File: src/rtl/loader_pkg.sv
// Shared types and default sizing for the instruction-memory loader.
package loader_pkg;

  localparam int unsigned DEF_DEPTH = 32;
  localparam int unsigned DEF_IW    = 13;
  localparam int unsigned DEF_AW    = 5;
  localparam int unsigned RUN_W     = 8;

  typedef enum logic [1:0] {
    ST_IDLE = 2'd0,
    ST_LOAD = 2'd1,
    ST_RUN  = 2'd2,
    ST_HALT = 2'd3
  } state_e;

endpackage

File: src/rtl/imem_loader_if.sv
// Upstream instruction-word stream: valid/ready handshake with end-of-program marker.
interface imem_loader_if #(
  parameter int unsigned IW = loader_pkg::DEF_IW
) ();

  logic          in_valid;
  logic [IW-1:0] in_data;
  logic          in_last;
  logic          in_ready;

  modport master (output in_valid, output in_data, output in_last, input in_ready);
  modport slave  (input in_valid, input in_data, input in_last, output in_ready);

endinterface

File: src/rtl/run_timer.sv
// Counts processor clock-enable cycles and flags the last one of a bounded run.
module run_timer
  import loader_pkg::*;
#(
  parameter int unsigned W = RUN_W
) (
  input  logic         clk,
  input  logic         reset,
  input  logic         load,
  input  logic [W-1:0] len,
  input  logic         enable,
  output logic         tc_c,
  output logic         unlimited_c
);

  logic [W-1:0] len_q, len_d;
  logic [W-1:0] cnt_q, cnt_d;

  // Latch the run length and clear the count on load; count while enabled.
  always_comb begin
    len_d = len_q;
    cnt_d = cnt_q;
    if (load) begin
      len_d = len;
      cnt_d = '0;
    end else if (enable) begin
      cnt_d = cnt_q + W'(1);
    end
  end

  // Counter state.
  always_ff @(posedge clk or negedge reset) begin
    if (!reset) begin
      len_q <= '0;
      cnt_q <= '0;
    end else begin
      len_q <= len_d;
      cnt_q <= cnt_d;
    end
  end

  // A zero length means the run is open-ended; tc then has no meaning.
  assign unlimited_c = (len_q == '0);
  assign tc_c        = enable && (cnt_q == (len_q - W'(1)));

endmodule

File: src/rtl/imem_loader.sv
// Streams a program into instruction memory, then runs the processor for a bounded time.
module imem_loader
  import loader_pkg::*;
#(
  parameter int unsigned DEPTH = DEF_DEPTH,
  parameter int unsigned IW    = DEF_IW,
  parameter int unsigned AW    = DEF_AW
) (
  input  logic             clk,
  input  logic             reset,
  input  logic             start,
  input  logic [RUN_W-1:0] run_len,
  input  logic             stop,
  imem_loader_if.slave     up,
  output logic             imem_we,
  output logic [AW-1:0]    imem_addr,
  output logic [IW-1:0]    imem_wdata,
  output logic             proc_hold,
  output logic             ce,
  output logic             busy,
  output logic             done,
  output logic             err_trunc,
  output logic [AW:0]      words_loaded
);

  localparam int unsigned WL_W = AW + 1;

  state_e state_q, state_d;

  logic in_ready_q, in_ready_d;
  logic ce_q, ce_d;
  logic proc_hold_q, proc_hold_d;
  logic busy_q, busy_d;
  logic done_q, done_d;

  logic            imem_we_q, imem_we_d;
  logic [AW-1:0]   imem_addr_q, imem_addr_d;
  logic [IW-1:0]   imem_wdata_q, imem_wdata_d;
  logic            err_trunc_q, err_trunc_d;
  logic [WL_W-1:0] words_loaded_q, words_loaded_d;

  logic accept_c;
  logic last_idx_c;
  logic start_ok_c;
  logic tc_c;
  logic unlimited_c;
  logic run_end_c;

  // in_ready is only ever high in LOAD, so it alone qualifies the handshake.
  assign accept_c   = up.in_valid && in_ready_q;
  assign last_idx_c = (words_loaded_q == WL_W'(DEPTH - 1));
  assign start_ok_c = start && ((state_q == ST_IDLE) || (state_q == ST_HALT));
  assign run_end_c  = stop || (tc_c && !unlimited_c);

  run_timer #(.W(RUN_W)) u_run_timer (
    .clk         (clk),
    .reset       (reset),
    .load        (start_ok_c),
    .len         (run_len),
    .enable      (ce_q),
    .tc_c        (tc_c),
    .unlimited_c (unlimited_c)
  );

  // FSM state register.
  always_ff @(posedge clk or negedge reset) begin
    if (!reset) begin
      state_q <= ST_IDLE;
    end else begin
      state_q <= state_d;
    end
  end

  // Next-state logic; in RUN a simultaneous start is ignored so stop wins.
  always_comb begin
    state_d = state_q;
    case (state_q)
      ST_IDLE: if (start) state_d = ST_LOAD;
      ST_LOAD: if (accept_c && (up.in_last || last_idx_c)) state_d = ST_RUN;
      ST_RUN:  if (run_end_c) state_d = ST_HALT;
      ST_HALT: if (start) state_d = ST_LOAD;
      default: state_d = ST_IDLE;
    endcase
  end

  // State-decoded outputs, computed from the next state so the flops track the FSM.
  always_comb begin
    in_ready_d  = 1'b0;
    ce_d        = 1'b0;
    proc_hold_d = 1'b0;
    busy_d      = 1'b0;
    done_d      = 1'b0;
    case (state_d)
      ST_IDLE: proc_hold_d = 1'b1;
      ST_LOAD: begin
        in_ready_d  = 1'b1;
        proc_hold_d = 1'b1;
        busy_d      = 1'b1;
      end
      ST_RUN: begin
        ce_d   = 1'b1;
        busy_d = 1'b1;
      end
      ST_HALT: done_d = 1'b1;
      default: proc_hold_d = 1'b1;
    endcase
  end

  // Memory write, word count and truncation flag.
  always_comb begin
    imem_we_d      = accept_c;
    imem_addr_d    = imem_addr_q;
    imem_wdata_d   = imem_wdata_q;
    words_loaded_d = words_loaded_q;
    err_trunc_d    = err_trunc_q;
    if (accept_c) begin
      imem_addr_d  = words_loaded_q[AW-1:0];
      imem_wdata_d = up.in_data;
      if (words_loaded_q != WL_W'(DEPTH)) begin
        words_loaded_d = words_loaded_q + WL_W'(1);
      end
      if (last_idx_c && !up.in_last) begin
        err_trunc_d = 1'b1;
      end
    end
    if (start_ok_c) begin
      words_loaded_d = '0;
      err_trunc_d    = 1'b0;
    end
  end

  // Output and datapath registers.
  always_ff @(posedge clk or negedge reset) begin
    if (!reset) begin
      in_ready_q     <= 1'b0;
      ce_q           <= 1'b0;
      proc_hold_q    <= 1'b1;
      busy_q         <= 1'b0;
      done_q         <= 1'b0;
      imem_we_q      <= 1'b0;
      imem_addr_q    <= '0;
      imem_wdata_q   <= '0;
      err_trunc_q    <= 1'b0;
      words_loaded_q <= '0;
    end else begin
      in_ready_q     <= in_ready_d;
      ce_q           <= ce_d;
      proc_hold_q    <= proc_hold_d;
      busy_q         <= busy_d;
      done_q         <= done_d;
      imem_we_q      <= imem_we_d;
      imem_addr_q    <= imem_addr_d;
      imem_wdata_q   <= imem_wdata_d;
      err_trunc_q    <= err_trunc_d;
      words_loaded_q <= words_loaded_d;
    end
  end

  assign up.in_ready    = in_ready_q;
  assign imem_we        = imem_we_q;
  assign imem_addr      = imem_addr_q;
  assign imem_wdata     = imem_wdata_q;
  assign proc_hold      = proc_hold_q;
  assign ce             = ce_q;
  assign busy           = busy_q;
  assign done           = done_q;
  assign err_trunc      = err_trunc_q;
  assign words_loaded   = words_loaded_q;

endmodule

File: src/flat_wrapper.sv
// flat-port wrapper written by rule: the top's interface ports become plain ports
module imem_loader_flat import loader_pkg::*;
#(
  parameter int unsigned DEPTH = DEF_DEPTH,
  parameter int unsigned IW    = DEF_IW,
  parameter int unsigned AW    = DEF_AW
)
  (clk, reset, start, run_len, stop, imem_we, imem_addr, imem_wdata, proc_hold, ce, busy, done, err_trunc, words_loaded, up_in_valid, up_in_data, up_in_last, up_in_ready);
  imem_loader_if #(.IW(IW)) up_i ();
  input  logic clk;
  input  logic reset;
  input  logic start;
  input  logic [RUN_W-1:0] run_len;
  input  logic stop;
  output logic imem_we;
  output logic [AW-1:0] imem_addr;
  output logic [IW-1:0] imem_wdata;
  output logic proc_hold;
  output logic ce;
  output logic busy;
  output logic done;
  output logic err_trunc;
  output logic [AW:0] words_loaded;
  input wire logic [$bits(up_i.in_valid)-1:0] up_in_valid;
  input wire logic [$bits(up_i.in_data)-1:0] up_in_data;
  input wire logic [$bits(up_i.in_last)-1:0] up_in_last;
  output wire logic [$bits(up_i.in_ready)-1:0] up_in_ready;
  assign up_i.in_valid = up_in_valid;
  assign up_i.in_data = up_in_data;
  assign up_i.in_last = up_in_last;
  assign up_in_ready = up_i.in_ready;
  imem_loader #(.DEPTH(DEPTH), .IW(IW), .AW(AW)) u_core (.clk(clk), .reset(reset), .start(start), .run_len(run_len), .stop(stop), .up(up_i), .imem_we(imem_we), .imem_addr(imem_addr), .imem_wdata(imem_wdata), .proc_hold(proc_hold), .ce(ce), .busy(busy), .done(done), .err_trunc(err_trunc), .words_loaded(words_loaded));
endmodule
File: config.mk
export PLATFORM = sky130hd
export DESIGN_NAME = imem_loader_flat
export DESIGN_NICKNAME = d
export VERILOG_FILES = /design/src/rtl/loader_pkg.sv /design/src/rtl/imem_loader_if.sv /design/src/rtl/run_timer.sv /design/src/rtl/imem_loader.sv /design/src/flat_wrapper.sv
export SDC_FILE = /design/constraint.sdc
export NUM_CORES = 1
export LEC_CHECK = 0
export CORE_UTILIZATION = 40
export DETAILED_ROUTE_END_ITERATION = 6
export GPL_TIMING_DRIVEN = 0
export HOLD_SLACK_MARGIN = 0.12
export PLACE_DENSITY = 0.64
export SETUP_SLACK_MARGIN = 0.2
export SLEW_MARGIN = 20
export SYNTH_ARGS = -nofsm -noshare
export SYNTH_HDL_FRONTEND = slang
export SYNTH_HIERARCHICAL = 1
export SYNTH_SLANG_ARGS = --single-unit
File: constraint.sdc
create_clock -name clk -period 2.55 [get_ports clk]
set_input_delay 0.51 -clock clk [delete_from_list [all_inputs] [get_ports clk]]
set_output_delay 0.51 -clock clk [all_outputs]
set_load 0.05 [all_outputs]
### A small window of the routed layout, run 1

The bar under the picture is 20 um long. Region (0, 0) to (50, 50) um. Cells in grey, sequential cells in the stronger grey; small squares are vias.
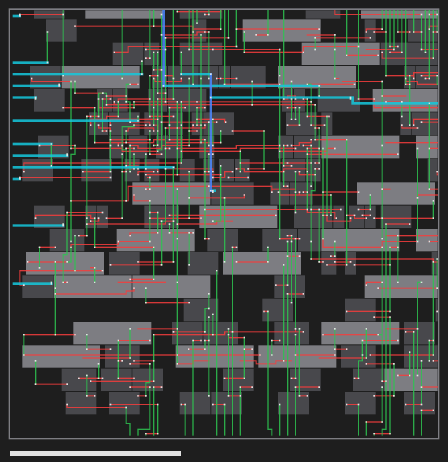
Key: metal 2 = green; metal 3 = cyan; metal 1 = red; metal 4 = blue
Sequential cells in the window: 22. Most frequent: clkdlybuf4s50_1 (31), dfrtp_1 (22), mux2_2 (10). Netlist names of flops here include u_core/imem_wdata (9), u_core/imem_addr (5), u_core/words_loaded (5). 118 logic cells have their middle in the window.

### Routed metal per tile, run 1

The bar under the picture is 20 um long. The die is cut into 16 by 16 equal tiles; black is low, pale yellow is high, scaled to the fullest tile. Values are wire area over tile area, all layers added.
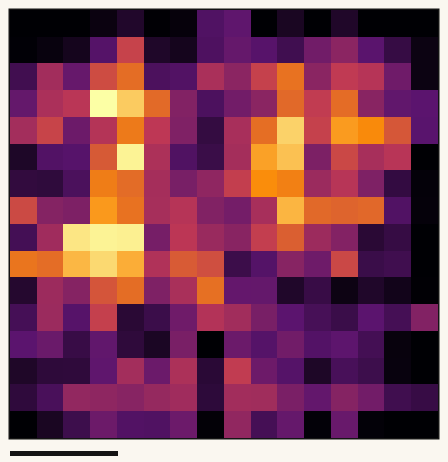
22% of the tiles are over half the peak. The densest ninth of the die: middle left. 10% of the tiles are nearly empty.
Global Route Usage Sum: 0.173
Avg WL per Cell: 14.3 um

### Placement by cell class, run 1

Fill, decap, tap and diode cells in grey.
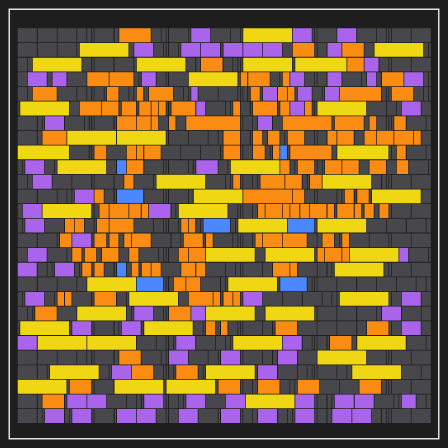
Key: combinational and other logic = orange [cells 153, share of their area 37%]; remaining buffers and delay cells = purple [cells 75, share of their area 22%]; sequential cells = yellow [cells 49, share of their area 38%]; clock drivers and dummy loads = blue [cells 8, share of their area 2.6%]

==> results.cfg, run 1 <==
; yosys + openroad results
[global_route]
use_met3 = 0.0411
grt_pass1_wl_um = 8580
antenna_found_initial = 0
grt_max_degree = 50
grt_pass1_vias = 1867
grt_use_met1 = 0.219

[placement]
place_hpwl_um = 3490
io_buffers = 57
placed_area_mm2 = 0.00306

[power_and_ir_drop]
comb-power_uw = 2110
combPwrFrac = 0.552
powerSeq_uw = 1270
p_clk_frac = 0.116
power_frac_seq = 0.332
finalPower_uw = 3810
leakagePower_uw = 0.00144
ir_drop_v = 0.000647

[critical_path]
rr_endpoint = u_core/busy
critPathTopFamily = simple AND/OR/NAND/NOR gates
startpoint_type = register
path_depth = 8
path_buffers = 1
crit_path_max_fanout = 4
slowest_delay_ps = 430
cp_slowest_cell = dfrtp_1
crit_arrival_ps = 2510
reg2reg_depth = 8
path_common_cell = nor4_4
crit_chain = nor4_4, buf_4, and3_1, o22ai_2, nor4_4, a2111oi_4, o32ai_2, ha_1
worstSetupPathType = register to register
r2r_start = u_core/u_run_timer/len_q[5]
cp-endpoint = u_core/busy
startpoint = u_core/u_run_timer/len_q[5]

[floorplanning]
num_rows = 27
die_w_um = 79.5
nWellTaps = 72
ios = 58
die_h_um = 79.5

[synthesis]
synth.top_cell.area_share = 0.500
ys_sh_aoi = 0.0974
ys_top_logic_family = simple AND/OR/NAND/NOR gates
ys_area_mm2 = 0.00240
yosysWarningCount = 6
postSynthNetCount = 246
syn-cell-area_mm2 = 0.00240
yosys.area.top_type = dfrtp_1
ys_sh_simple = 0.141
synth.most_common_cell = dfrtp_1
synth_cells = 209
ys.flops = 49
synth_seq_share = 0.511
synthArstFlopShare = 1.00

[finish]
utilization = 0.585
final.clkbuf_count = 6
area_growth_pct = 37.4
clkCellAreaFrac = 0.0250
antenna_cells = 0
comb.multi_input.count = 142
layout.cells.non_filler = 357
layout.filler_cells = 494
fin_area_mm2 = 0.00330
n_all_buffers = 75

[clock_tree]
post_cts_buffers = 6
hold_buffers = 0
clockBufferDepth = 2
root_buffer = clkbuf_8
cts_made_buffers = 5
clk_pin_slew_ps = 90
cts.sinks = 49
ctsHtreeMaxLevel = 2
cts_tree = yes

[sta]
fin_skew_ps = 8.89
max_freq_ghz = 0.430
post-route-period-util = 0.912
hold_viol = 0
setup_viol = 0
period_needed_ps = 2330
max_slew.worst_pin.slew_ps = 712

[status]
outcome = complete, no violations

[flow_run]
cap_viol_max_count = 0
tool_warnings = 33

[routing]
wirelength_um = 5100
vias = 1830
first_pass_iters = 4
wl_met2_um = 2570
viasPerCell = 5.13
==> run 2, diff against run 1 <==
DONT_BUFFER_PORTS = 1   (was default)
PLACE_DENSITY = 0.51   (was 0.64)
### Placed standard cells, run 2

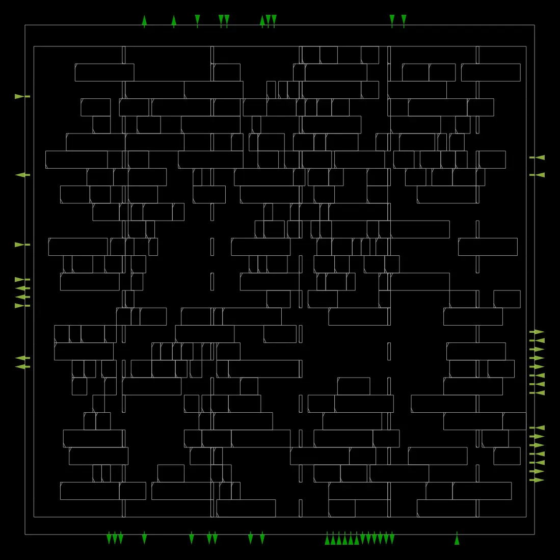
Layout Cells excl Fill: 297
Finished Core Util: 0.487

### Sequential cells grouped by signal name, run 2

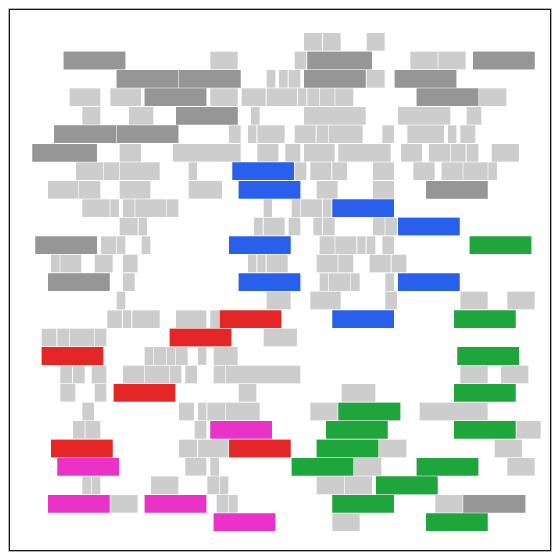
Key: u_core/words_loaded = red [sequential cells 6]; u_core/imem_addr = magenta [sequential cells 5]; u_core/imem_wdata = green [sequential cells 13, where lower right]; u_core/u_run_timer/cnt_q = blue [sequential cells 8, where centre]
Another 17 sequential cells are not coloured.
storage element area: 0.00123 mm2
Sequential Power: 1880 uW
flop share of the area: 0.448

==> run 2 against run 1 <==
Compared with the run above: worst hold slack improved by 120 ps; critical endpoint unchanged; first-iteration DRC count increased by 89%; synthesized cell count unchanged; clock skew is 3.2 ps lower.
==> results.cfg, run 2 <==
; yosys + openroad results
[status]
outcome = complete, no violations

[synthesis]
ys.flops = 49
syn-cell-area_mm2 = 0.00240
synth_seq_share = 0.511
yosys.area.top_type = dfrtp_1
ys_top_logic_family = simple AND/OR/NAND/NOR gates
ys_sh_simple = 0.141
synthArstFlopShare = 1.00

[clock_tree]
root_buffer = clkbuf_8
cts_made_buffers = 5
cts_tree = yes
clockBufferDepth = 2
ctsHtreeMaxLevel = 2
hold_buffers = 2

[global_route]
grt_use_met1 = 0.205
track_usage = 0.166
antenna_found_initial = 0
use_met3 = 0.0469
grt_pass1_wl_um = 8030
grt_pass1_vias = 1650

[floorplanning]
ios = 58
die_h_um = 79.5
nWellTaps = 72
die_w_um = 79.5

[sta]
fin_skew_ps = 5.72
hold_viol = 0
max_freq_ghz = 0.422
post-route-period-util = 0.928

[finish]
final.clkbuf_count = 6
n_all_buffers = 15
clkCellAreaFrac = 0.0406
fin_area_mm2 = 0.00275
layout.filler_cells = 492

[placement]
placed_area_mm2 = 0.00249

[power_and_ir_drop]
leakagePower_uw = 0.00122
finalPower_uw = 3500
ir_drop_v = 0.000520
p_clk_frac = 0.158
comb-power_uw = 1070

[critical_path]
rr_endpoint = u_core/busy
crit_arrival_ps = 2550
startpoint = u_core/u_run_timer/len_q[2]
path_common_cell = nor4_4
crit_chain = nor4_4, buf_4, and3_1, o22ai_2, nor4_4, a2111oi_4, o32ai_2, ha_1
slowest_delay_ps = 460
reg2reg_depth = 8
startpoint_type = register
critPathTopFamily = simple AND/OR/NAND/NOR gates

[routing]
viasPerCell = 5.49
vias = 1630
first_pass_iters = 4
### A small window of the routed layout, run 2

The bar under the picture is 20 um long. Region (0, 0) to (50, 50) um. Cells in grey, sequential cells in the stronger grey; small squares are vias.
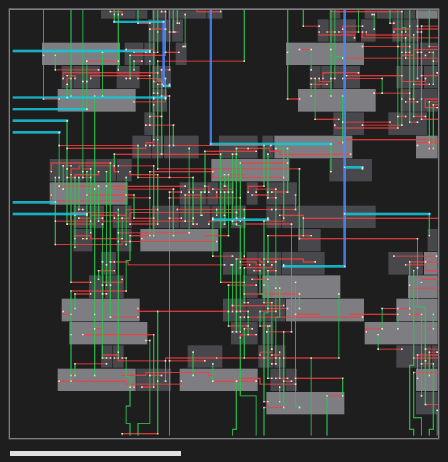

==> run 3, diff against run 2 <==
MAX_ROUTING_LAYER = met4   (was default)
### A small window of the routed layout, run 3

The bar under the picture is 20 um long. Region (0, 0) to (50, 50) um. Cells in grey, sequential cells in the stronger grey; small squares are vias.
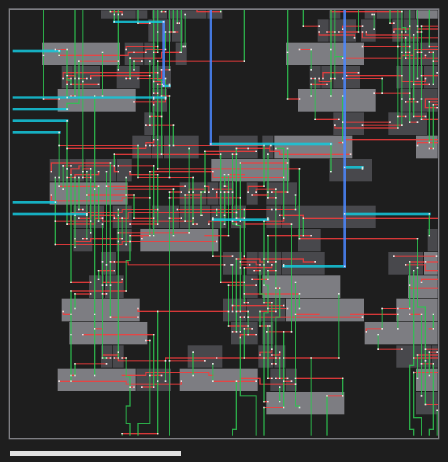
Key: metal 1 = red; metal 2 = green; metal 4 = blue; metal 3 = cyan
95 logic cells have their middle in the window. Sequential cells in the window: 17. Most frequent: dfrtp_1 (17), nand2_1 (10), o21ai_0 (6). Netlist names of flops here include u_core/words_loaded (6), u_core/imem_addr (5), u_core/imem_wdata (2).

==> run 3 against run 2 <==
Compared with the run above: wire length about the same; worst setup slack hardly changed; critical endpoint unchanged; global-route usage rose by 0.46 points; non-clock buffer count did not move; sequential power barely moved; critical path type unchanged; critical path depth stayed put; clock skew is essentially flat; fmax barely moved; clock power about the same; first-iteration DRC count down 1.1%; via count increased by 0.12%; die size is the same.
==> results.cfg, run 3 <==
; yosys + openroad results
[status]
outcome = complete, no violations

[critical_path]
worstSetupPathType = register to register
critPathTopFamily = simple AND/OR/NAND/NOR gates
slowest_delay_ps = 460
path_common_cell = nor4_4
reg2reg_depth = 8
crit_path_max_fanout = 6
r2r_start = u_core/u_run_timer/len_q[2]
crit_chain = nor4_4, buf_4, and3_1, o22ai_2, nor4_4, a2111oi_4, o32ai_2, ha_1
rr_endpoint = u_core/busy
crit_arrival_ps = 2550
startpoint = u_core/u_run_timer/len_q[2]
path_depth = 8
cp_slowest_cell = dfrtp_1
path_buffers = 1

[sta]
max_slew.worst_pin.slew_ps = 649
hold_viol = 0
fin_skew_ps = 5.72
setup_viol = 0
post-route-period-util = 0.928
period_needed_ps = 2370

[floorplanning]
num_rows = 27
ios = 58
die_w_um = 79.5
die_h_um = 79.5

[power_and_ir_drop]
combPwrFrac = 0.304
power_frac_seq = 0.538
finalPower_uw = 3500
leakagePower_uw = 0.00122
comb-power_uw = 1070
p_clk_frac = 0.158

[routing]
wl_per_cell_um = 16.2
viasPerCell = 5.49
wl_met2_um = 2390
first_pass_iters = 4

[synthesis]
synth.top_cell.area_share = 0.500
postSynthNetCount = 246
synthArstFlopShare = 1.00
ys_top_logic_family = simple AND/OR/NAND/NOR gates
yosys.area.top_type = dfrtp_1
ys.flops = 49
syn-cell-area_mm2 = 0.00240
synth.most_common_cell = dfrtp_1
yosysWarningCount = 6
ys_sh_aoi = 0.0974
ys_sh_simple = 0.141
synth_seq_share = 0.511
ys_cells = 209

[global_route]
grt_pass1_vias = 1652
grt_max_degree = 50
antenna_found_initial = 0
track_usage = 0.171
use_met3 = 0.0434
grt_pass1_wl_um = 8030

[clock_tree]
ctsHtreeMaxLevel = 2
root_buffer = clkbuf_8
hold_buffers = 2
clk_pin_slew_ps = 90
post_cts_buffers = 5
clockBufferDepth = 2
cts.sinks = 49
cts_made_buffers = 5

[finish]
layout.filler_cells = 492
utilization = 0.487
area_growth_pct = 14.3
comb.multi_input.count = 142
flop_area_mm2 = 0.00123
seq_share = 0.448
n_all_buffers = 15
fin_area_mm2 = 0.00275
final.clkbuf_count = 6
clkCellAreaFrac = 0.0406

[placement]
io_buffers = 0
place_hpwl_um = 3410
placed_area_mm2 = 0.00249

[flow_run]
cap_viol_max_count = 0
### Routed metal per tile, run 3

The bar under the picture is 20 um long. The die is cut into 16 by 16 equal tiles; black is low, pale yellow is high, scaled to the fullest tile. Values are wire area over tile area, all layers added.
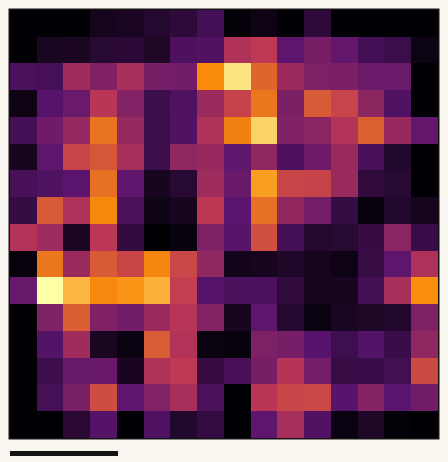
11% of the tiles are nearly empty. 16% of the tiles are over half the peak. The densest ninth of the die: middle left. The mean over all tiles is 0.12.

No activity file was given, so power comes from the tool's default toggle rates.
